[src/rtl/restock_scheduler_pkg.sv]
// restock_pkg: shared server states, order-size type and saturating adder
package restock_pkg;
  typedef enum logic [1:0] {S_IDLE, S_BUSY, S_DONE} srv_state_t;
  localparam int FULL_DEF = 50;
  typedef logic [5:0] num_t;
  function automatic logic [15:0] sat_add16(input logic [15:0] a, input logic [6:0] b);
    logic [16:0] s;
    s = {1'b0, a} + {10'b0, b};
    return s[16] ? 16'hFFFF : s[15:0];
  endfunction
endpackage

[src/rtl/restock_scheduler_if.sv]
// restock_scheduler_if: requester order bus plus per-server completion reports
interface restock_scheduler_if #(parameter int NUM_REQ = 2);
  localparam int IW = $clog2(NUM_REQ);
  logic [NUM_REQ-1:0] req_valid, req_is_kitch, req_product, req_ready;
  logic [NUM_REQ*6-1:0] req_number;
  logic kitch_done, kitch_product, kitch_busy;
  logic refri_done, refri_product, refri_busy;
  logic [IW-1:0] kitch_id, refri_id;
  restock_pkg::num_t kitch_number, refri_number;
  modport master (
    output req_valid, req_is_kitch, req_product, req_number,
    input req_ready, kitch_done, kitch_id, kitch_product, kitch_number, kitch_busy,
    input refri_done, refri_id, refri_product, refri_number, refri_busy
  );
  modport slave (
    input req_valid, req_is_kitch, req_product, req_number,
    output req_ready, kitch_done, kitch_id, kitch_product, kitch_number, kitch_busy,
    output refri_done, refri_id, refri_product, refri_number, refri_busy
  );
endinterface

[src/rtl/restock_scheduler_server.sv]
// restock_server: one supply server; LAT_MODE 0 = rate-based service time, 1 = fixed latency
module restock_server import restock_pkg::*; #(
  parameter bit LAT_MODE = 1'b0,
  parameter int RATE = 5,
  parameter int LAT = 3,
  parameter int FULL = FULL_DEF,
  parameter int IW = 1
) (
  input logic clk,
  input logic rst_n,
  input logic accept,
  input logic [IW-1:0] id_in,
  input logic product_in,
  input num_t number_in,
  output logic idle,
  output logic busy,
  output logic done,
  output logic [IW-1:0] id,
  output logic product,
  output num_t number
);
  localparam int CW = $clog2(FULL + LAT) + 1;
  srv_state_t state, state_nx;
  logic [CW-1:0] cnt, load;
  logic [6:0] n, q;
  logic [IW-1:0] id_q;
  logic prod_q;
  num_t num_q;
  always_comb begin
    n = {1'b0, number_in} > 7'(FULL) ? 7'(FULL) : {1'b0, number_in};
    q = (n + 7'(RATE - 1)) / 7'(RATE);
    load = LAT_MODE ? CW'(LAT) : CW'(q == 7'd0 ? 7'd1 : q);
  end
  always_ff @(posedge clk or negedge rst_n)
    if (!rst_n) state <= S_IDLE;
    else state <= state_nx;
  always_comb begin
    state_nx = state == S_IDLE ? (accept ? S_BUSY : S_IDLE)
             : state == S_BUSY ? (cnt == CW'(1) ? S_DONE : S_BUSY)
             : S_IDLE;
  end
  always_ff @(posedge clk or negedge rst_n)
    if (!rst_n) begin
      cnt <= '0;
      id_q <= '0;
      prod_q <= 1'b0;
      num_q <= '0;
    end else if (state == S_IDLE && accept) begin
      cnt <= load;
      id_q <= id_in;
      prod_q <= product_in;
      num_q <= n[5:0];
    end else if (state == S_BUSY) begin
      cnt <= cnt - 1'b1;
    end
  assign idle = state == S_IDLE;
  assign busy = !idle;
  assign done = state == S_DONE;
  assign id = done ? id_q : '0;
  assign product = done ? prod_q : 1'b0;
  assign number = done ? num_q : '0;
endmodule

[src/rtl/restock_scheduler.sv]
// restock_scheduler: round-robin sharing of kitchen and refrigerator servers among NUM_REQ requesters
// Defining RESTOCK_STATS_EN adds saturating delivered-item and order totals.
module restock_scheduler import restock_pkg::*; #(
  parameter int NUM_REQ = 2,
  parameter int KITCH_RATE = 5,
  parameter int REFRI_LAT = 3,
  parameter int FULL = FULL_DEF
) (
  input logic clk,
  input logic rst_n,
  restock_scheduler_if.slave bus
`ifdef RESTOCK_STATS_EN
  ,
  output logic [15:0] kitch_items_total,
  output logic [15:0] refri_items_total,
  output logic [15:0] orders_total
`endif
);
  localparam int IW = $clog2(NUM_REQ);
  num_t nums [NUM_REQ];
  for (genvar i = 0; i < NUM_REQ; i++) begin : g_num
    assign nums[i] = bus.req_number[6*i +: 6];
  end
  for (genvar s = 0; s < 2; s++) begin : g_srv
    logic [NUM_REQ-1:0] mask, ready;
    logic [IW-1:0] ptr, win, cand, id;
    logic found, accept, idle, busy, done, product;
    num_t number;
    assign mask = bus.req_valid & (s == 0 ? bus.req_is_kitch : ~bus.req_is_kitch);
    // scanning downward lets the candidate nearest the pointer win
    always_comb begin
      found = 1'b0;
      win = '0;
      cand = '0;
      for (int j = NUM_REQ - 1; j >= 0; j--) begin
        cand = IW'((int'(ptr) + j) % NUM_REQ);
        if (mask[cand]) begin
          found = 1'b1;
          win = cand;
        end
      end
    end
    assign accept = idle & found;
    assign ready = accept ? {{(NUM_REQ-1){1'b0}}, 1'b1} << win : '0;
    always_ff @(posedge clk or negedge rst_n)
      if (!rst_n) ptr <= '0;
      else if (accept) ptr <= win == IW'(NUM_REQ - 1) ? '0 : win + 1'b1;
    restock_server #(
      .LAT_MODE(s == 1),
      .RATE(KITCH_RATE),
      .LAT(REFRI_LAT),
      .FULL(FULL),
      .IW(IW)
    ) u_srv (
      .clk(clk),
      .rst_n(rst_n),
      .accept(accept),
      .id_in(win),
      .product_in(bus.req_product[win]),
      .number_in(nums[win]),
      .idle(idle),
      .busy(busy),
      .done(done),
      .id(id),
      .product(product),
      .number(number)
    );
  end
  assign bus.req_ready = g_srv[0].ready | g_srv[1].ready;
  assign bus.kitch_done = g_srv[0].done;
  assign bus.kitch_id = g_srv[0].id;
  assign bus.kitch_product = g_srv[0].product;
  assign bus.kitch_number = g_srv[0].number;
  assign bus.kitch_busy = g_srv[0].busy;
  assign bus.refri_done = g_srv[1].done;
  assign bus.refri_id = g_srv[1].id;
  assign bus.refri_product = g_srv[1].product;
  assign bus.refri_number = g_srv[1].number;
  assign bus.refri_busy = g_srv[1].busy;
`ifdef RESTOCK_STATS_EN
  always_ff @(posedge clk or negedge rst_n)
    if (!rst_n) begin
      kitch_items_total <= '0;
      refri_items_total <= '0;
      orders_total <= '0;
    end else begin
      kitch_items_total <= sat_add16(kitch_items_total, {1'b0, bus.kitch_number});
      refri_items_total <= sat_add16(refri_items_total, {1'b0, bus.refri_number});
      orders_total <= sat_add16(orders_total, 7'(bus.kitch_done) + 7'(bus.refri_done));
    end
`endif
endmodule

[src/flat_wrapper.sv]
// flat-port wrapper written by rule: the top's interface ports become plain ports
module restock_scheduler_flat import restock_pkg::*;
#(
  parameter int NUM_REQ = 2,
  parameter int KITCH_RATE = 5,
  parameter int REFRI_LAT = 3,
  parameter int FULL = FULL_DEF
)
  (clk, rst_n, bus_req_valid, bus_req_is_kitch, bus_req_product, bus_req_number, bus_req_ready, bus_kitch_done, bus_kitch_id, bus_kitch_product, bus_kitch_number, bus_kitch_busy, bus_refri_done, bus_refri_id, bus_refri_product, bus_refri_number, bus_refri_busy);
  restock_scheduler_if #(.NUM_REQ(NUM_REQ)) bus_i ();
  input logic clk;
  input logic rst_n;
  input wire logic [$bits(bus_i.req_valid)-1:0] bus_req_valid;
  input wire logic [$bits(bus_i.req_is_kitch)-1:0] bus_req_is_kitch;
  input wire logic [$bits(bus_i.req_product)-1:0] bus_req_product;
  input wire logic [$bits(bus_i.req_number)-1:0] bus_req_number;
  output wire logic [$bits(bus_i.req_ready)-1:0] bus_req_ready;
  output wire logic [$bits(bus_i.kitch_done)-1:0] bus_kitch_done;
  output wire logic [$bits(bus_i.kitch_id)-1:0] bus_kitch_id;
  output wire logic [$bits(bus_i.kitch_product)-1:0] bus_kitch_product;
  output wire logic [$bits(bus_i.kitch_number)-1:0] bus_kitch_number;
  output wire logic [$bits(bus_i.kitch_busy)-1:0] bus_kitch_busy;
  output wire logic [$bits(bus_i.refri_done)-1:0] bus_refri_done;
  output wire logic [$bits(bus_i.refri_id)-1:0] bus_refri_id;
  output wire logic [$bits(bus_i.refri_product)-1:0] bus_refri_product;
  output wire logic [$bits(bus_i.refri_number)-1:0] bus_refri_number;
  output wire logic [$bits(bus_i.refri_busy)-1:0] bus_refri_busy;
  assign bus_i.req_valid = bus_req_valid;
  assign bus_i.req_is_kitch = bus_req_is_kitch;
  assign bus_i.req_product = bus_req_product;
  assign bus_i.req_number = bus_req_number;
  assign bus_req_ready = bus_i.req_ready;
  assign bus_kitch_done = bus_i.kitch_done;
  assign bus_kitch_id = bus_i.kitch_id;
  assign bus_kitch_product = bus_i.kitch_product;
  assign bus_kitch_number = bus_i.kitch_number;
  assign bus_kitch_busy = bus_i.kitch_busy;
  assign bus_refri_done = bus_i.refri_done;
  assign bus_refri_id = bus_i.refri_id;
  assign bus_refri_product = bus_i.refri_product;
  assign bus_refri_number = bus_i.refri_number;
  assign bus_refri_busy = bus_i.refri_busy;
  restock_scheduler #(.NUM_REQ(NUM_REQ), .KITCH_RATE(KITCH_RATE), .REFRI_LAT(REFRI_LAT), .FULL(FULL)) u_core (.clk(clk), .rst_n(rst_n), .bus(bus_i));
endmodule
[config.mk]
export PLATFORM = sky130hd
export DESIGN_NAME = restock_scheduler_flat
export DESIGN_NICKNAME = d
export VERILOG_FILES = /design/src/rtl/restock_scheduler_pkg.sv /design/src/rtl/restock_scheduler_if.sv /design/src/rtl/restock_scheduler_server.sv /design/src/rtl/restock_scheduler.sv /design/src/flat_wrapper.sv
export SDC_FILE = /design/constraint.sdc
export NUM_CORES = 1
export LEC_CHECK = 0
export CAP_MARGIN = 25
export CORE_ASPECT_RATIO = 1.2
export CORE_UTILIZATION = 49
export DETAILED_ROUTE_END_ITERATION = 16
export GPL_TIMING_DRIVEN = 0
export PLACE_DENSITY = 0.77
export SLEW_MARGIN = 10
export SYNTH_ARGS = -nofsm -noshare
export SYNTH_HDL_FRONTEND = slang
export SYNTH_SLANG_ARGS = --single-unit
export TNS_END_PERCENT = 100
[constraint.sdc]
create_clock -name clk -period 3.5 [get_ports clk]
set_input_delay 0.7 -clock clk [delete_from_list [all_inputs] [get_ports clk]]
set_output_delay 0.7 -clock clk [all_outputs]
set_load 0.05 [all_outputs]
==> impl_results.html, run 1 <==
<h3>Run summary</h3>
<table>
<tr><th>Metric</th><th>Value</th></tr>
<tr><th colspan="2">Synthesis</th></tr>
<tr><td>Most frequent cell after synthesis</td><td>sky130_fd_sc_hd__dfrtp_1</td></tr>
<tr><td>EDFF count, synth</td><td>0</td></tr>
<tr><td>Share of async-settable or async-resettable flops after synthesis</td><td>100.0%</td></tr>
<tr><td>Area of the mapped netlist</td><td>0.002631 sq mm</td></tr>
<tr><td>Cell accounting for the most synthesized area</td><td>sky130_fd_sc_hd__dfrtp_1</td></tr>
<tr><td>Post-synth mux share</td><td>3.994%</td></tr>
<tr><td>Synth logic family</td><td>simple AND/OR/NAND/NOR gates</td></tr>
<tr><td>Synth Area in Simple Gates</td><td>28.72%</td></tr>
<tr><td>Avg Synthesized Cell Area</td><td>8.353 sq um</td></tr>
<tr><td>Number of standard cells reported by yosys</td><td>315</td></tr>
<tr><td>Synthesized registers</td><td>36</td></tr>
<tr><td>Chip area estimate from yosys synthesis</td><td>0.002631 sq mm</td></tr>
<tr><td>XORs/XNORs by Area</td><td>0%</td></tr>
<tr><td>Post-synthesis sequential area ratio</td><td>34.24%</td></tr>
<tr><td>Synth unique cells</td><td>60</td></tr>
<tr><td>Post-synthesis compound-gate area fraction</td><td>23.59%</td></tr>
<tr><td>Synthesis warning total</td><td>0</td></tr>
<tr><th colspan="2">Final layout</th></tr>
<tr><td>Fraction of area in multi-input gates</td><td>50.91%</td></tr>
<tr><td>Clock buf count</td><td>5</td></tr>
<tr><td>Share of the core filled with cells</td><td>69.52%</td></tr>
<tr><td>Flip-flops</td><td>36</td></tr>
<tr><td>Most used logic cell in the final layout</td><td>sky130_fd_sc_hd__dfrtp_1</td></tr>
<tr><td>Total number of multi-input combinational cells</td><td>248</td></tr>
<tr><td>Inverters, non-clock</td><td>14</td></tr>
<tr><td>Max FFs per register</td><td>14</td></tr>
<tr><td>Clock tree cell share of total cell area</td><td>2.497%</td></tr>
<tr><td>Logic area</td><td>0.001785 sq mm</td></tr>
<tr><td>Fraction of final layout cells sized beyond drive strength 1</td><td>22.02%</td></tr>
<tr><td>Biggest Area Class</td><td>multi-input combinational cells</td></tr>
<tr><td>Fraction of cell area in non-clock buffers</td><td>16.87%</td></tr>
<tr><td>Area of all sequential standard cells</td><td>900.9 sq um</td></tr>
<tr><td>Non-Clock Buffer Count</td><td>71</td></tr>
<tr><td>Biggest registers after layout</td><td>u_core.g_srv.u_srv.cnt: 14 flops, u_core.g_srv.u_srv.num_q: 12 flops, u_core.g_srv.u_srv.state: 4 flops</td></tr>
<tr><td>Flip-flop and latch share of the layout cell area</td><td>25.69%</td></tr>
<tr><td>Total inserted antenna cells</td><td>0</td></tr>
<tr><th colspan="2">Power and ir drop</th></tr>
<tr><td>Logic gate share of total power</td><td>43.1%</td></tr>
<tr><td>Internal power component</td><td>0.9351 mW</td></tr>
<tr><td>Switching power</td><td>0.6025 mW</td></tr>
<tr><td>Sequential share of power</td><td>37.9%</td></tr>
<tr><td>Leading power group</td><td>combinational logic</td></tr>
<tr><td>Share of power burned in the clock network</td><td>19.0%</td></tr>
<tr><td>Final Total Pwr</td><td>1.538 mW</td></tr>
<tr><td>P_comb</td><td>0.663 mW</td></tr>
<tr><td>Pwr/cell area</td><td>438.4 mW/mm^2</td></tr>
<tr><td>Largest vdd supply drop</td><td>210.3 uV</td></tr>
<tr><th colspan="2">Global routing</th></tr>
<tr><td>GRT Total Usage</td><td>26.86%</td></tr>
<tr><td>Initial antenna violation count</td><td>0</td></tr>
<tr><td>Met3 capacity usage during global routing</td><td>5.082%</td></tr>
<tr><td>Pin count of the biggest net entering global routing</td><td>37</td></tr>
<tr><td>Global-route wire length before repair</td><td>11.36 mm</td></tr>
<tr><td>Global routing usage on met2</td><td>43.79%</td></tr>
<tr><td>Remaining Overflow, GRT</td><td>0</td></tr>
<tr><td>Met1 demand-to-capacity share in global routing</td><td>34.79%</td></tr>
<tr><th colspan="2">Drt</th></tr>
<tr><td>Drt wl/cell</td><td>16.50 microns</td></tr>
<tr><td>DRT iter0 DRCs</td><td>162</td></tr>
<tr><td>Routed metal-1 wire length</td><td>3.134 mm</td></tr>
<tr><td>Met3 routed wirelength</td><td>398 microns</td></tr>
<tr><td>DRT antenna net count</td><td>0</td></tr>
<tr><td>Drt via density</td><td>6.092</td></tr>
<tr><th colspan="2">Floorplanning</th></tr>
<tr><td>Std-Cell Rows</td><td>28</td></tr>
<tr><td>Total number of tap cells</td><td>60</td></tr>
<tr><td>Core Footprint</td><td>0.005045 sq mm</td></tr>
<tr><td>Floorplan Utilization</td><td>52.16%</td></tr>
<tr><td>Top-Level Pins</td><td>42</td></tr>
<tr><td>Total Die Area</td><td>0.005668 sq mm</td></tr>
<tr><th colspan="2">STA</th></tr>
<tr><td>Setup total negative slack</td><td>0 ns</td></tr>
<tr><td>Highest clock rate</td><td>0.2925 GHz</td></tr>
<tr><td>Final worst clock skew</td><td>0.003570 ns</td></tr>
<tr><td>Worst path setup slack after routing</td><td>0.08142 ns</td></tr>
<tr><td>Number of failing hold endpoints at the final stage</td><td>0</td></tr>
<tr><td>Hold WS</td><td>0.4702 ns</td></tr>
<tr><td>Final max-slew violation count</td><td>0</td></tr>
<tr><td>Setup-failing EPs final</td><td>0</td></tr>
<tr><th colspan="2">Run</th></tr>
<tr><td># Max-Cap Violations</td><td>0</td></tr>
<tr><td>Count of tool warnings</td><td>32</td></tr>
<tr><th colspan="2">Run status</th></tr>
<tr><td>Result of the run</td><td>finished, final reports clean</td></tr>
<tr><th colspan="2">Clocking</th></tr>
<tr><td>Clock slew at reported path FFs</td><td>0.07 ns</td></tr>
<tr><td>Number of clock sinks</td><td>36</td></tr>
<tr><td>Number of buffers inserted during clock tree synthesis</td><td>5</td></tr>
<tr><td>Cts hold-fix bufs</td><td>0</td></tr>
<tr><td>Latest clock arrival within the worst-skew pair</td><td>0.29 ns</td></tr>
<tr><th colspan="2">Setup path</th></tr>
<tr><td>Critical path startpoint</td><td>bus_req_valid[0]</td></tr>
<tr><td>Delay of the slowest cell on the worst path</td><td>0.30 ns</td></tr>
<tr><td>Critical path data arrival time</td><td>3.59 ns</td></tr>
<tr><td>CP Buf/Inv Count</td><td>4</td></tr>
<tr><td>Crit path max fanout</td><td>10</td></tr>
<tr><td>Worst path top cell family by delay</td><td>AND-OR/OR-AND gates</td></tr>
<tr><td>R2r worst-path depth</td><td>16</td></tr>
<tr><td>Critical-path top delay cell</td><td>sky130_fd_sc_hd__o31ai_2</td></tr>
<tr><td>RR Startpoint</td><td>u_core.g_srv[0].ptr</td></tr>
<tr><td>Endpoint required time on the critical path</td><td>3.67 ns</td></tr>
<tr><td>FF-to-FF setup slack</td><td>0.15 ns</td></tr>
<tr><td>Startpoint types</td><td>input port</td></tr>
<tr><th colspan="2">Min path</th></tr>
<tr><td>Hold path startpoint</td><td>u_core.g_srv[0].u_srv.num_q[1]</td></tr>
<tr><td>Min-delay worst type</td><td>flip-flop to flip-flop</td></tr>
<tr><td>Terminating pin of the worst hold path</td><td>u_core.g_srv[0].u_srv.num_q[1]</td></tr>
<tr><th colspan="2">Placed design</th></tr>
<tr><td>Routability cong.</td><td>0.8652</td></tr>
<tr><td>Post-DP Area</td><td>0.003103 sq mm</td></tr>
<tr><td>Pre-CTS setup slack</td><td>-0.8556 ns</td></tr>
</table>
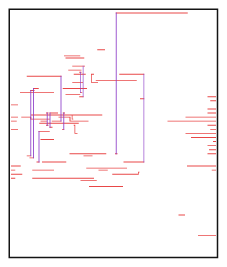
run_1/metal_stack.png
(3 px per micron) Two of the layers only.
legend:
  met4:
    color: purple
    wire_length: 178 microns
  met3:
    color: red
    wire_length: 399 microns

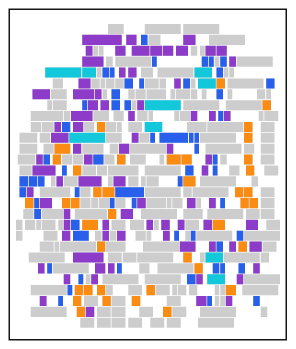
run_1/gate_families.png
(4 px per micron)
legend:
  AND and OR gates:
    color: orange
    cells: 40
    most_used: and2_1
  NAND gates:
    color: blue
    cells: 59
    most_used: nand2_1
    where: all over the die
  inverting AOI/OAI gates:
    color: purple
    cells: 78
    most_used: o21ai_0
  adder and majority cells:
    color: cyan
    cells: 9
    most_used: ha_1

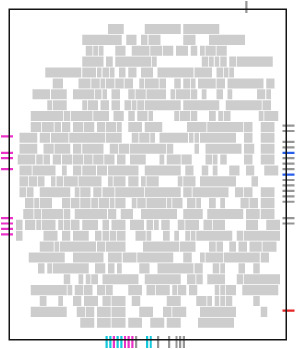
run_1/pins.png
(4 px per micron) Pins as bars across the die edge, other pins in gray.
legend:
  bus_req_number:
    color: magenta
    pins: 12
    direction: input
    edge: 8 left, 4 bottom
  bus_refri_number:
    color: cyan
    pins: 6
    direction: output
    edge: bottom
  bus_req_is_kitch:
    color: blue
    pins: 2
    direction: input
    edge: right
  rst_n:
    color: red
    pins: 1
    direction: input
    edge: right
all pins by edge: 17 right, 16 bottom, 8 left, 1 top
Die Y: 82.28 microns
Die Span X: 68.90 microns
tally of buffers added on design ports: 37

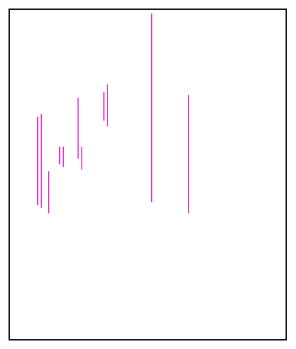
run_1/met4.png
(4 px per micron)
nets with wire on the layer: 11
longest straight run: 46.9 microns
main direction: vertical
share of all routed wire: 2.5%
total wirelength of the detailed-routed design: 7.210 mm
total via count after detailed routing: 2662

## Run 2: what changed since run 1
--- a/config.mk
+++ b/config.mk
@@ -14,5 +14,6 @@
 export SLEW_MARGIN = 10
 export SYNTH_ARGS = -nofsm -noshare
 export SYNTH_HDL_FRONTEND = slang
+export SYNTH_HIERARCHICAL = 1
 export SYNTH_SLANG_ARGS = --single-unit
 export TNS_END_PERCENT = 100
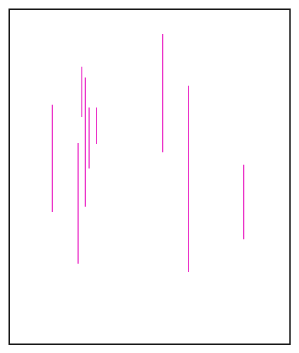
run_2/met4.png
(4 px per micron)
wire length on this layer: 218 microns
share of all routed wire: 3.2%
main direction: vertical
nets with wire on the layer: 9
longest straight run: 46.2 microns

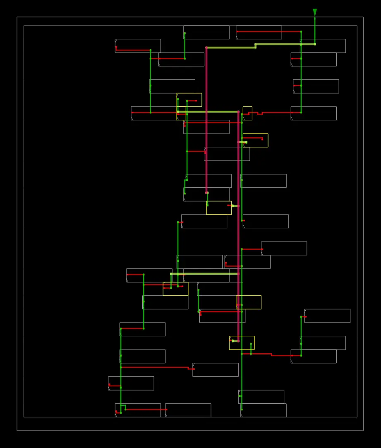
run_2/final_clocks.png
number of buffers inserted during clock tree synthesis: 5
final worst clock skew: 0.003104 ns

==> impl_results.html, run 2 <==
<h3>Run summary</h3>
<table>
<tr><th>Metric</th><th>Value</th></tr>
<tr><th colspan="2">Run status</th></tr>
<tr><td>Result of the run</td><td>finished with violations (was finished, final reports clean)</td></tr>
<tr><td>Violated checks</td><td>negative setup slack</td></tr>
<tr><th colspan="2">Placed design</th></tr>
<tr><td>Pre-CTS setup slack</td><td>-1.168 ns (was -0.8556 ns)</td></tr>
<tr><td>Routability cong.</td><td>0.9169 (was 0.8652)</td></tr>
<tr><td>Placed insts</td><td>391 (was 412)</td></tr>
<tr><td>Post-DP Area</td><td>0.003261 sq mm (was 0.003103 sq mm)</td></tr>
<tr><td>HPWL after detailed placement</td><td>4.605 mm (was 4.842 mm)</td></tr>
<tr><td>Tally of buffers added on design ports</td><td>41 (was 37)</td></tr>
<tr><th colspan="2">Final layout</th></tr>
<tr><td>Synth-to-layout area growth</td><td>35.00% (was 33.29%)</td></tr>
<tr><td>Fraction of area in multi-input gates</td><td>48.42% (was 50.91%)</td></tr>
<tr><td>Total number of multi-input combinational cells</td><td>223 (was 248)</td></tr>
<tr><td>Fraction of cell area in non-clock buffers</td><td>20.64% (was 16.87%)</td></tr>
<tr><td>Flip-flops</td><td>36 (unchanged)</td></tr>
<tr><td>Post-route insts no fill</td><td>422 (was 437)</td></tr>
<tr><td>Clock tree cell share of total cell area</td><td>2.538% (was 2.497%)</td></tr>
<tr><td>Clock buf count</td><td>6 (was 5)</td></tr>
<tr><td>Flip-flop and latch share of the layout cell area</td><td>24.69% (was 25.69%)</td></tr>
<tr><td>Biggest Area Class</td><td>multi-input combinational cells (unchanged)</td></tr>
<tr><td>Non-Clock Buffer Count</td><td>79 (was 71)</td></tr>
<tr><td>Share of the core filled with cells</td><td>68.87% (was 69.52%)</td></tr>
<tr><td>Fraction of final layout cells sized beyond drive strength 1</td><td>29.44% (was 22.02%)</td></tr>
<tr><td>Inverters, non-clock</td><td>14 (unchanged)</td></tr>
<tr><td>Area of all sequential standard cells</td><td>900.9 sq um (unchanged)</td></tr>
<tr><td>Biggest registers after layout</td><td>u_core/g_srv.u_srv/cnt: 14 flops, u_core/g_srv.u_srv/num_q: 12 flops, u_core/g_srv.u_srv/state: 4 flops (was u_core.g_srv.u_srv.cnt: 14 flops, u_core.g_srv.u_srv.num_q: 12 flops, u_core.g_srv.u_srv.state: 4 flops)</td></tr>
<tr><td>Fin area</td><td>0.003649 sq mm (was 0.003507 sq mm)</td></tr>
<tr><td>Total inserted antenna cells</td><td>0 (unchanged)</td></tr>
<tr><td>Max FFs per register</td><td>14 (unchanged)</td></tr>
<tr><td>Logic area</td><td>0.001767 sq mm (was 0.001785 sq mm)</td></tr>
<tr><th colspan="2">Floorplanning</th></tr>
<tr><td>Top-Level Pins</td><td>42 (unchanged)</td></tr>
<tr><td>Die Span X</td><td>69.80 microns (was 68.90 microns)</td></tr>
<tr><td>Core Footprint</td><td>0.005298 sq mm (was 0.005045 sq mm)</td></tr>
<tr><td>Total Die Area</td><td>0.005818 sq mm (was 0.005668 sq mm)</td></tr>
<tr><td>Die Y</td><td>83.36 microns (was 82.28 microns)</td></tr>
<tr><td>Floorplan Utilization</td><td>51.02% (was 52.16%)</td></tr>
<tr><td>Total number of tap cells</td><td>62 (was 60)</td></tr>
<tr><td>Std-Cell Rows</td><td>29 (was 28)</td></tr>
<tr><th colspan="2">Clocking</th></tr>
<tr><td>Number of clock sinks</td><td>36 (unchanged)</td></tr>
<tr><td>H-tree levels</td><td>2 (unchanged)</td></tr>
<tr><td>Cts hold-fix bufs</td><td>0 (unchanged)</td></tr>
<tr><td>CTS tree</td><td>built (unchanged)</td></tr>
<tr><td>Maximum buffer depth of the clock tree</td><td>2 (unchanged)</td></tr>
<tr><td>Latest clock arrival within the worst-skew pair</td><td>0.29 ns (about the same)</td></tr>
<tr><td>Clock slew at reported path FFs</td><td>0.07 ns (about the same)</td></tr>
<tr><th colspan="2">Drt</th></tr>
<tr><td>Drt via density</td><td>5.754 (was 6.092)</td></tr>
<tr><td>Remaining DRCs</td><td>0 (unchanged)</td></tr>
<tr><td>DRT iter0 DRCs</td><td>205 (was 162)</td></tr>
<tr><td>Top routing layer in use</td><td>met4 (unchanged)</td></tr>
<tr><td>Total wirelength of the detailed-routed design</td><td>6.824 mm (was 7.210 mm)</td></tr>
<tr><td>DRT antenna net count</td><td>0 (unchanged)</td></tr>
<tr><td>Met3 routed wirelength</td><td>311 microns (was 398 microns)</td></tr>
<tr><td>Drt wl/cell</td><td>16.17 microns (was 16.50 microns)</td></tr>
<tr><td>Total via count after detailed routing</td><td>2428 (was 2662)</td></tr>
<tr><td>Routed metal-1 wire length</td><td>2.855 mm (was 3.134 mm)</td></tr>
<tr><th colspan="2">Synthesis</th></tr>
<tr><td>Top post-synthesis cells by count</td><td>sky130_fd_sc_hd__dfrtp_1, sky130_fd_sc_hd__nand2_1, sky130_fd_sc_hd__and2_1, sky130_fd_sc_hd__o21ai_0, sky130_fd_sc_hd__inv_1 (was sky130_fd_sc_hd__dfrtp_1, sky130_fd_sc_hd__nand2_1, sky130_fd_sc_hd__o21ai_0, sky130_fd_sc_hd__nor2_1, sky130_fd_sc_hd__and2_1)</td></tr>
<tr><td>Area of the mapped netlist</td><td>0.002703 sq mm (was 0.002631 sq mm)</td></tr>
<tr><td>Post-synth mux share</td><td>11.85% (was 3.994%)</td></tr>
<tr><td>Synthesis warning total</td><td>6 (was 0)</td></tr>
<tr><td>Post-synthesis compound-gate area fraction</td><td>20.65% (was 23.59%)</td></tr>
<tr><td>Post-synthesis sequential area ratio</td><td>33.33% (was 34.24%)</td></tr>
<tr><td>Largest type area fraction</td><td>33.33% (was 34.24%)</td></tr>
<tr><td>Cell accounting for the most synthesized area</td><td>sky130_fd_sc_hd__dfrtp_1 (unchanged)</td></tr>
<tr><td>Synth unique cells</td><td>70 (was 60)</td></tr>
<tr><td>Synthesized registers</td><td>36 (unchanged)</td></tr>
<tr><td>XORs/XNORs by Area</td><td>1.574% (was 0%)</td></tr>
<tr><td>Number of standard cells reported by yosys</td><td>288 (was 315)</td></tr>
<tr><td>Synth logic family</td><td>simple AND/OR/NAND/NOR gates (unchanged)</td></tr>
<tr><td>EDFF count, synth</td><td>0 (unchanged)</td></tr>
<tr><td>Share of async-settable or async-resettable flops after synthesis</td><td>100.0% (unchanged)</td></tr>
<tr><td>Post-Syn Instances</td><td>288 (was 315)</td></tr>
<tr><td>Chip area estimate from yosys synthesis</td><td>0.002703 sq mm (was 0.002631 sq mm)</td></tr>
<tr><td>Biggest area cells</td><td>sky130_fd_sc_hd__dfrtp_1, sky130_fd_sc_hd__mux2_4, sky130_fd_sc_hd__mux2_2 (was sky130_fd_sc_hd__dfrtp_1, sky130_fd_sc_hd__o21ai_0, sky130_fd_sc_hd__nand2_1)</td></tr>
<tr><td>Most frequent cell after synthesis</td><td>sky130_fd_sc_hd__dfrtp_1 (unchanged)</td></tr>
<tr><td>Synth Area in Simple Gates</td><td>23.52% (was 28.72%)</td></tr>
<tr><td>Avg Synthesized Cell Area</td><td>9.384 sq um (was 8.353 sq um)</td></tr>
<tr><th colspan="2">Global routing</th></tr>
<tr><td>GRT busiest layer</td><td>met2 (unchanged)</td></tr>
<tr><td>Pin count of the biggest net entering global routing</td><td>37 (unchanged)</td></tr>
<tr><td>Remaining Overflow, GRT</td><td>0 (unchanged)</td></tr>
<tr><td>Global-route wire length before repair</td><td>11.68 mm (was 11.36 mm)</td></tr>
<tr><td>Met3 capacity usage during global routing</td><td>3.155% (was 5.082%)</td></tr>
<tr><td>Initial antenna violation count</td><td>0 (unchanged)</td></tr>
<tr><td>Global routing usage on met2</td><td>42.48% (was 43.79%)</td></tr>
<tr><td>GRT Total Usage</td><td>24.95% (was 26.86%)</td></tr>
<tr><td>Met1 demand-to-capacity share in global routing</td><td>31.32% (was 34.79%)</td></tr>
<tr><th colspan="2">Setup path</th></tr>
<tr><td>Critical path data arrival time</td><td>3.84 ns (was 3.59 ns)</td></tr>
<tr><td>Delay of the slowest cell on the worst path</td><td>0.37 ns (was 0.30 ns)</td></tr>
<tr><td>Endpoint required time on the critical path</td><td>3.72 ns (was 3.67 ns)</td></tr>
<tr><td>Critical path start-end classification</td><td>input port to flip-flop (unchanged)</td></tr>
<tr><td>End point of the critical path</td><td>u_core/g_srv[0].u_srv/cnt[0] (was u_core.g_srv[0].u_srv.cnt[0])</td></tr>
<tr><td>Critical-path top delay cell</td><td>sky130_fd_sc_hd__mux2_4 (was sky130_fd_sc_hd__o31ai_2)</td></tr>
<tr><td>CP Buf/Inv Count</td><td>4 (unchanged)</td></tr>
<tr><td>Critical path endpoint category</td><td>flip-flop (unchanged)</td></tr>
<tr><td>R2r worst-path depth</td><td>17 (was 16)</td></tr>
<tr><td>Startpoint types</td><td>input port (unchanged)</td></tr>
<tr><td>Path length in cells of the critical path</td><td>18 (was 17)</td></tr>
<tr><td>FF-to-FF setup slack</td><td>0.02 ns (was 0.15 ns)</td></tr>
<tr><td>Cell chain of the critical path</td><td>buf_8 &gt; and3b_2 &gt; nor2_8 &gt; mux2_4 &gt; buf_8 &gt; a21oi_4 &gt; ha_4 &gt; buf_8 &gt; nor2_4 &gt; a221o_1 &gt; a211oi_2 &gt; o21ai_2 &gt; inv_2 &gt; ha_4 &gt; o21ai_2 &gt; and3b_1 &gt; o32a_1 &gt; o21ai_2 (was buf_2 &gt; nand3b_4 &gt; nand2_8 &gt; buf_8 &gt; mux2i_4 &gt; a21oi_4 &gt; ha_4 &gt; buf_6 &gt; and3b_1 &gt; a2bb2oi_1 &gt; or2_1 &gt; buf_2 &gt; o2111ai_2 &gt; o2111ai_2 &gt; o31ai_2 &gt; nor3_2 &gt; a211o_1)</td></tr>
<tr><td>Crit path max fanout</td><td>6 (was 10)</td></tr>
<tr><td>Critical path startpoint</td><td>bus_req_is_kitch[0] (was bus_req_valid[0])</td></tr>
<tr><td>RR Startpoint</td><td>u_core/g_srv[0].ptr (was u_core.g_srv[0].ptr)</td></tr>
<tr><td>Worst path top cell family by delay</td><td>AND-OR/OR-AND gates (unchanged)</td></tr>
<tr><th colspan="2">Power and ir drop</th></tr>
<tr><td>Internal power component</td><td>1.007 mW (was 0.9351 mW)</td></tr>
<tr><td>P_comb</td><td>0.762 mW (was 0.663 mW)</td></tr>
<tr><td>Leading power group</td><td>combinational logic (unchanged)</td></tr>
<tr><td>Logic gate share of total power</td><td>46.7% (was 43.1%)</td></tr>
<tr><td>Final Total Pwr</td><td>1.630 mW (was 1.538 mW)</td></tr>
<tr><td>Sequential share of power</td><td>34.5% (was 37.9%)</td></tr>
<tr><td>Pwr/cell area</td><td>446.7 mW/mm^2 (was 438.4 mW/mm^2)</td></tr>
<tr><td>Largest vdd supply drop</td><td>242.7 uV (was 210.3 uV)</td></tr>
<tr><td>Switching power</td><td>0.6233 mW (was 0.6025 mW)</td></tr>
<tr><td>Share of power burned in the clock network</td><td>18.8% (was 19.0%)</td></tr>
<tr><td>Sw frac</td><td>38.24% (was 39.18%)</td></tr>
<tr><th colspan="2">STA</th></tr>
<tr><td>Hold WS</td><td>0.4695 ns (was 0.4702 ns)</td></tr>
<tr><td>Tmin final</td><td>3.620 ns (was 3.419 ns)</td></tr>
<tr><td>Final max-slew violation count</td><td>0 (unchanged)</td></tr>
<tr><td>Number of failing hold endpoints at the final stage</td><td>0 (unchanged)</td></tr>
<tr><td>Worst path setup slack after routing</td><td>-0.1198 ns (was 0.08142 ns)</td></tr>
<tr><td>Max-slew headroom at the worst pin</td><td>47.67% (was 45.49%)</td></tr>
<tr><td>Highest clock rate</td><td>0.2763 GHz (was 0.2925 GHz)</td></tr>
<tr><td>Setup total negative slack</td><td>-0.1198 ns (was 0 ns)</td></tr>
<tr><td>Setup-failing EPs final</td><td>1 (was 0)</td></tr>
<tr><th colspan="2">Min path</th></tr>
<tr><td>Min-delay worst type</td><td>flip-flop to flip-flop (unchanged)</td></tr>
<tr><td>Hold path startpoint</td><td>u_core/g_srv[1].u_srv/cnt[6] (was u_core.g_srv[0].u_srv.num_q[1])</td></tr>
<tr><td>Worst hold path depth</td><td>1 (was 2)</td></tr>
<tr><td>Terminating pin of the worst hold path</td><td>u_core/g_srv[1].u_srv/cnt[6] (was u_core.g_srv[0].u_srv.num_q[1])</td></tr>
<tr><th colspan="2">Run</th></tr>
<tr><td># Max-Cap Violations</td><td>0 (unchanged)</td></tr>
<tr><td>Count of tool warnings</td><td>33 (was 32)</td></tr>
</table>
## Run 3: what changed since run 2
--- a/config.mk
+++ b/config.mk
@@ -7,10 +7,11 @@
 export LEC_CHECK = 0
 export CAP_MARGIN = 25
 export CORE_ASPECT_RATIO = 1.2
-export CORE_UTILIZATION = 49
+export CORE_UTILIZATION = 55
 export DETAILED_ROUTE_END_ITERATION = 16
+export DONT_BUFFER_PORTS = 1
 export GPL_TIMING_DRIVEN = 0
-export PLACE_DENSITY = 0.77
+export PLACE_DENSITY = 0.73
 export SLEW_MARGIN = 10
 export SYNTH_ARGS = -nofsm -noshare
 export SYNTH_HDL_FRONTEND = slang
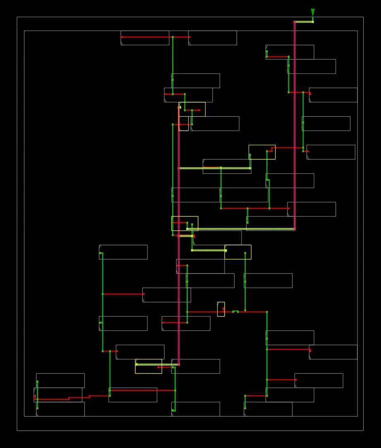
run_3/final_clocks.png
clock buf count: 6
number of clock sinks: 36
clock distribution power: 0.276 mW

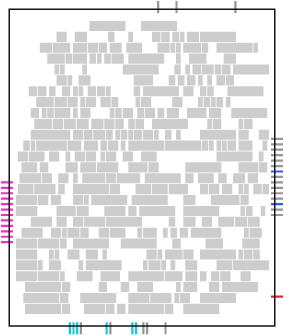
run_3/pins.png
(4 px per micron) Pins as bars across the die edge, other pins in gray.
legend:
  bus_refri_number:
    color: cyan
    pins: 6
    direction: output
    edge: bottom
  rst_n:
    color: red
    pins: 1
    direction: input
    edge: right
  bus_req_number:
    color: magenta
    pins: 12
    direction: input
    edge: left
  bus_req_is_kitch:
    color: blue
    pins: 2
    direction: input
    edge: right
all pins by edge: 16 right, 12 left, 11 bottom, 3 top
tally of buffers added on design ports: 0
Die Span X: 65.99 microns
Die Y: 78.79 microns

==> impl_results.html, run 3 <==
<h3>Run summary</h3>
<table>
<tr><th>Metric</th><th>Value</th></tr>
<tr><th colspan="2">Final layout</th></tr>
<tr><td>Fraction of cell area in non-clock buffers</td><td>9.675% (was 20.64%)</td></tr>
<tr><td>Most used logic cell in the final layout</td><td>sky130_fd_sc_hd__dfrtp_1</td></tr>
<tr><td>Share of the core filled with cells</td><td>67.69% (was 68.87%)</td></tr>
<tr><td>Biggest Area Class</td><td>multi-input combinational cells (unchanged)</td></tr>
<tr><td>Non-Clock Buffer Count</td><td>39 (was 79)</td></tr>
<tr><td>Post-route insts no fill</td><td>377 (was 422)</td></tr>
<tr><td>Fin area</td><td>0.003156 sq mm (was 0.003649 sq mm)</td></tr>
<tr><td>Synth-to-layout area growth</td><td>16.76% (was 35.00%)</td></tr>
<tr><td>Max FFs per register</td><td>14 (unchanged)</td></tr>
<tr><td>Flip-flops</td><td>36 (unchanged)</td></tr>
<tr><td>Clock tree cell share of total cell area</td><td>2.458% (was 2.538%)</td></tr>
<tr><td>Inverters, non-clock</td><td>14 (unchanged)</td></tr>
<tr><td>Flip-flop and latch share of the layout cell area</td><td>28.55% (was 24.69%)</td></tr>
<tr><td>Fraction of final layout cells sized beyond drive strength 1</td><td>29.78% (was 29.44%)</td></tr>
<tr><th colspan="2">Global routing</th></tr>
<tr><td>Global routing usage on met2</td><td>41.63% (was 42.48%)</td></tr>
<tr><td>Pin count of the biggest net entering global routing</td><td>37 (unchanged)</td></tr>
<tr><td>GRT Total Usage</td><td>24.71% (was 24.95%)</td></tr>
<tr><td>GRT busiest layer</td><td>met2 (unchanged)</td></tr>
<tr><td>Met1 demand-to-capacity share in global routing</td><td>31.54% (was 31.32%)</td></tr>
<tr><td>Met3 capacity usage during global routing</td><td>4.023% (was 3.155%)</td></tr>
<tr><td>Initial antenna violation count</td><td>0 (unchanged)</td></tr>
<tr><td>Remaining Overflow, GRT</td><td>0 (unchanged)</td></tr>
<tr><th colspan="2">STA</th></tr>
<tr><td>Worst path setup slack after routing</td><td>-0.01052 ns (was -0.1198 ns)</td></tr>
<tr><td>Tmin final</td><td>3.511 ns (was 3.620 ns)</td></tr>
<tr><td>Setup total negative slack</td><td>-0.01052 ns (was -0.1198 ns)</td></tr>
<tr><td>Final worst clock skew</td><td>0.003832 ns (was 0.003104 ns)</td></tr>
<tr><td>Final max-slew violation count</td><td>0 (unchanged)</td></tr>
<tr><td>Hold WS</td><td>0.09840 ns (was 0.4695 ns)</td></tr>
<tr><td>Highest clock rate</td><td>0.2849 GHz (was 0.2763 GHz)</td></tr>
<tr><td>Setup-failing EPs final</td><td>1 (unchanged)</td></tr>
<tr><th colspan="2">Power and ir drop</th></tr>
<tr><td>Internal power component</td><td>0.9413 mW (was 1.007 mW)</td></tr>
<tr><td>Share of power burned in the clock network</td><td>18.0% (was 18.8%)</td></tr>
<tr><td>Final Total Pwr</td><td>1.529 mW (was 1.630 mW)</td></tr>
<tr><td>Leading power group</td><td>combinational logic (unchanged)</td></tr>
<tr><td>Pwr/cell area</td><td>484.4 mW/mm^2 (was 446.7 mW/mm^2)</td></tr>
<tr><td>Sw frac</td><td>38.42% (was 38.24%)</td></tr>
<tr><td>P_comb</td><td>0.689 mW (was 0.762 mW)</td></tr>
<tr><th colspan="2">Synthesis</th></tr>
<tr><td>Cell accounting for the most synthesized area</td><td>sky130_fd_sc_hd__dfrtp_1 (unchanged)</td></tr>
<tr><td>Synth Area in Simple Gates</td><td>23.52% (unchanged)</td></tr>
<tr><td>Top post-synthesis cells by count</td><td>sky130_fd_sc_hd__dfrtp_1, sky130_fd_sc_hd__nand2_1, sky130_fd_sc_hd__and2_1, sky130_fd_sc_hd__o21ai_0, sky130_fd_sc_hd__inv_1 (unchanged)</td></tr>
<tr><td>Synthesis warning total</td><td>6 (unchanged)</td></tr>
<tr><td>EDFF count, synth</td><td>0 (unchanged)</td></tr>
<tr><td>Chip area estimate from yosys synthesis</td><td>0.002703 sq mm (unchanged)</td></tr>
<tr><td>Synthesized registers</td><td>36 (unchanged)</td></tr>
<tr><td>Post-synthesis sequential area ratio</td><td>33.33% (unchanged)</td></tr>
<tr><td>Largest type area fraction</td><td>33.33% (unchanged)</td></tr>
<tr><td>Area of the mapped netlist</td><td>0.002703 sq mm (unchanged)</td></tr>
<tr><td>Post-Syn Instances</td><td>288 (unchanged)</td></tr>
<tr><td>Post-synth mux share</td><td>11.85% (unchanged)</td></tr>
<tr><td>Most frequent cell after synthesis</td><td>sky130_fd_sc_hd__dfrtp_1 (unchanged)</td></tr>
<tr><td>Synth unique cells</td><td>70 (unchanged)</td></tr>
<tr><td>Post-synthesis compound-gate area fraction</td><td>20.65% (unchanged)</td></tr>
<tr><th colspan="2">Setup path</th></tr>
<tr><td>Critical path endpoint category</td><td>flip-flop (unchanged)</td></tr>
<tr><td>Critical path data arrival time</td><td>3.72 ns (was 3.84 ns)</td></tr>
<tr><td>Path length in cells of the critical path</td><td>18 (unchanged)</td></tr>
<tr><td>CP Buf/Inv Count</td><td>4 (unchanged)</td></tr>
<tr><td>Crit path max fanout</td><td>8 (was 6)</td></tr>
<tr><td>End point of the critical path</td><td>u_core/g_srv[0].u_srv/cnt[0] (unchanged)</td></tr>
<tr><td>Critical path startpoint</td><td>bus_req_is_kitch[0] (unchanged)</td></tr>
<tr><td>FF-to-FF setup slack</td><td>0.04 ns (was 0.02 ns)</td></tr>
<tr><td>Critical path start-end classification</td><td>input port to flip-flop (unchanged)</td></tr>
<tr><td>Cell chain of the critical path</td><td>and3b_2 &gt; nor2_8 &gt; buf_6 &gt; mux2_4 &gt; inv_4 &gt; a21oi_4 &gt; ha_4 &gt; buf_8 &gt; xor2_4 &gt; o31a_1 &gt; o41a_1 &gt; o21ai_2 &gt; inv_1 &gt; ha_1 &gt; o21ai_2 &gt; and3b_1 &gt; o32a_1 &gt; o21ai_2 (was buf_8 &gt; and3b_2 &gt; nor2_8 &gt; mux2_4 &gt; buf_8 &gt; a21oi_4 &gt; ha_4 &gt; buf_8 &gt; nor2_4 &gt; a221o_1 &gt; a211oi_2 &gt; o21ai_2 &gt; inv_2 &gt; ha_4 &gt; o21ai_2 &gt; and3b_1 &gt; o32a_1 &gt; o21ai_2)</td></tr>
<tr><td>Critical-path top delay cell</td><td>sky130_fd_sc_hd__mux2_4 (unchanged)</td></tr>
<tr><td>Worst path top cell family by delay</td><td>AND-OR/OR-AND gates (unchanged)</td></tr>
<tr><td>Delay of the slowest cell on the worst path</td><td>0.34 ns (was 0.37 ns)</td></tr>
<tr><th colspan="2">Floorplanning</th></tr>
<tr><td>Total number of tap cells</td><td>58 (was 62)</td></tr>
<tr><td>Floorplan Utilization</td><td>57.97% (was 51.02%)</td></tr>
<tr><td>Core Footprint</td><td>0.004662 sq mm (was 0.005298 sq mm)</td></tr>
<tr><td>Std-Cell Rows</td><td>27 (was 29)</td></tr>
<tr><td>Total Die Area</td><td>0.005199 sq mm (was 0.005818 sq mm)</td></tr>
<tr><th colspan="2">Run status</th></tr>
<tr><td>Result of the run</td><td>finished with violations (unchanged)</td></tr>
<tr><td>Violated checks</td><td>negative setup slack (unchanged)</td></tr>
<tr><th colspan="2">Placed design</th></tr>
<tr><td>HPWL after detailed placement</td><td>4.252 mm (was 4.605 mm)</td></tr>
<tr><td>Post-DP Area</td><td>0.002861 sq mm (was 0.003261 sq mm)</td></tr>
<tr><td>Pre-CTS setup slack</td><td>-0.5938 ns (was -1.168 ns)</td></tr>
<tr><th colspan="2">Drt</th></tr>
<tr><td>Total via count after detailed routing</td><td>2278 (was 2428)</td></tr>
<tr><td>Met3 routed wirelength</td><td>303 microns (was 311 microns)</td></tr>
<tr><td>Routed metal-1 wire length</td><td>2.717 mm (was 2.855 mm)</td></tr>
<tr><td>Total wirelength of the detailed-routed design</td><td>6.084 mm (was 6.824 mm)</td></tr>
<tr><td>DRT antenna net count</td><td>0 (unchanged)</td></tr>
<tr><td>Drt via density</td><td>6.042 (was 5.754)</td></tr>
<tr><th colspan="2">Run</th></tr>
<tr><td>Count of tool warnings</td><td>32 (was 33)</td></tr>
<tr><th colspan="2">Clocking</th></tr>
<tr><td>Number of buffers inserted during clock tree synthesis</td><td>5 (unchanged)</td></tr>
<tr><td>CTS tree</td><td>built (unchanged)</td></tr>
<tr><td>Clock slew at reported path FFs</td><td>0.07 ns (about the same)</td></tr>
</table>
No activity file was given, so power comes from the tool's default toggle rates.
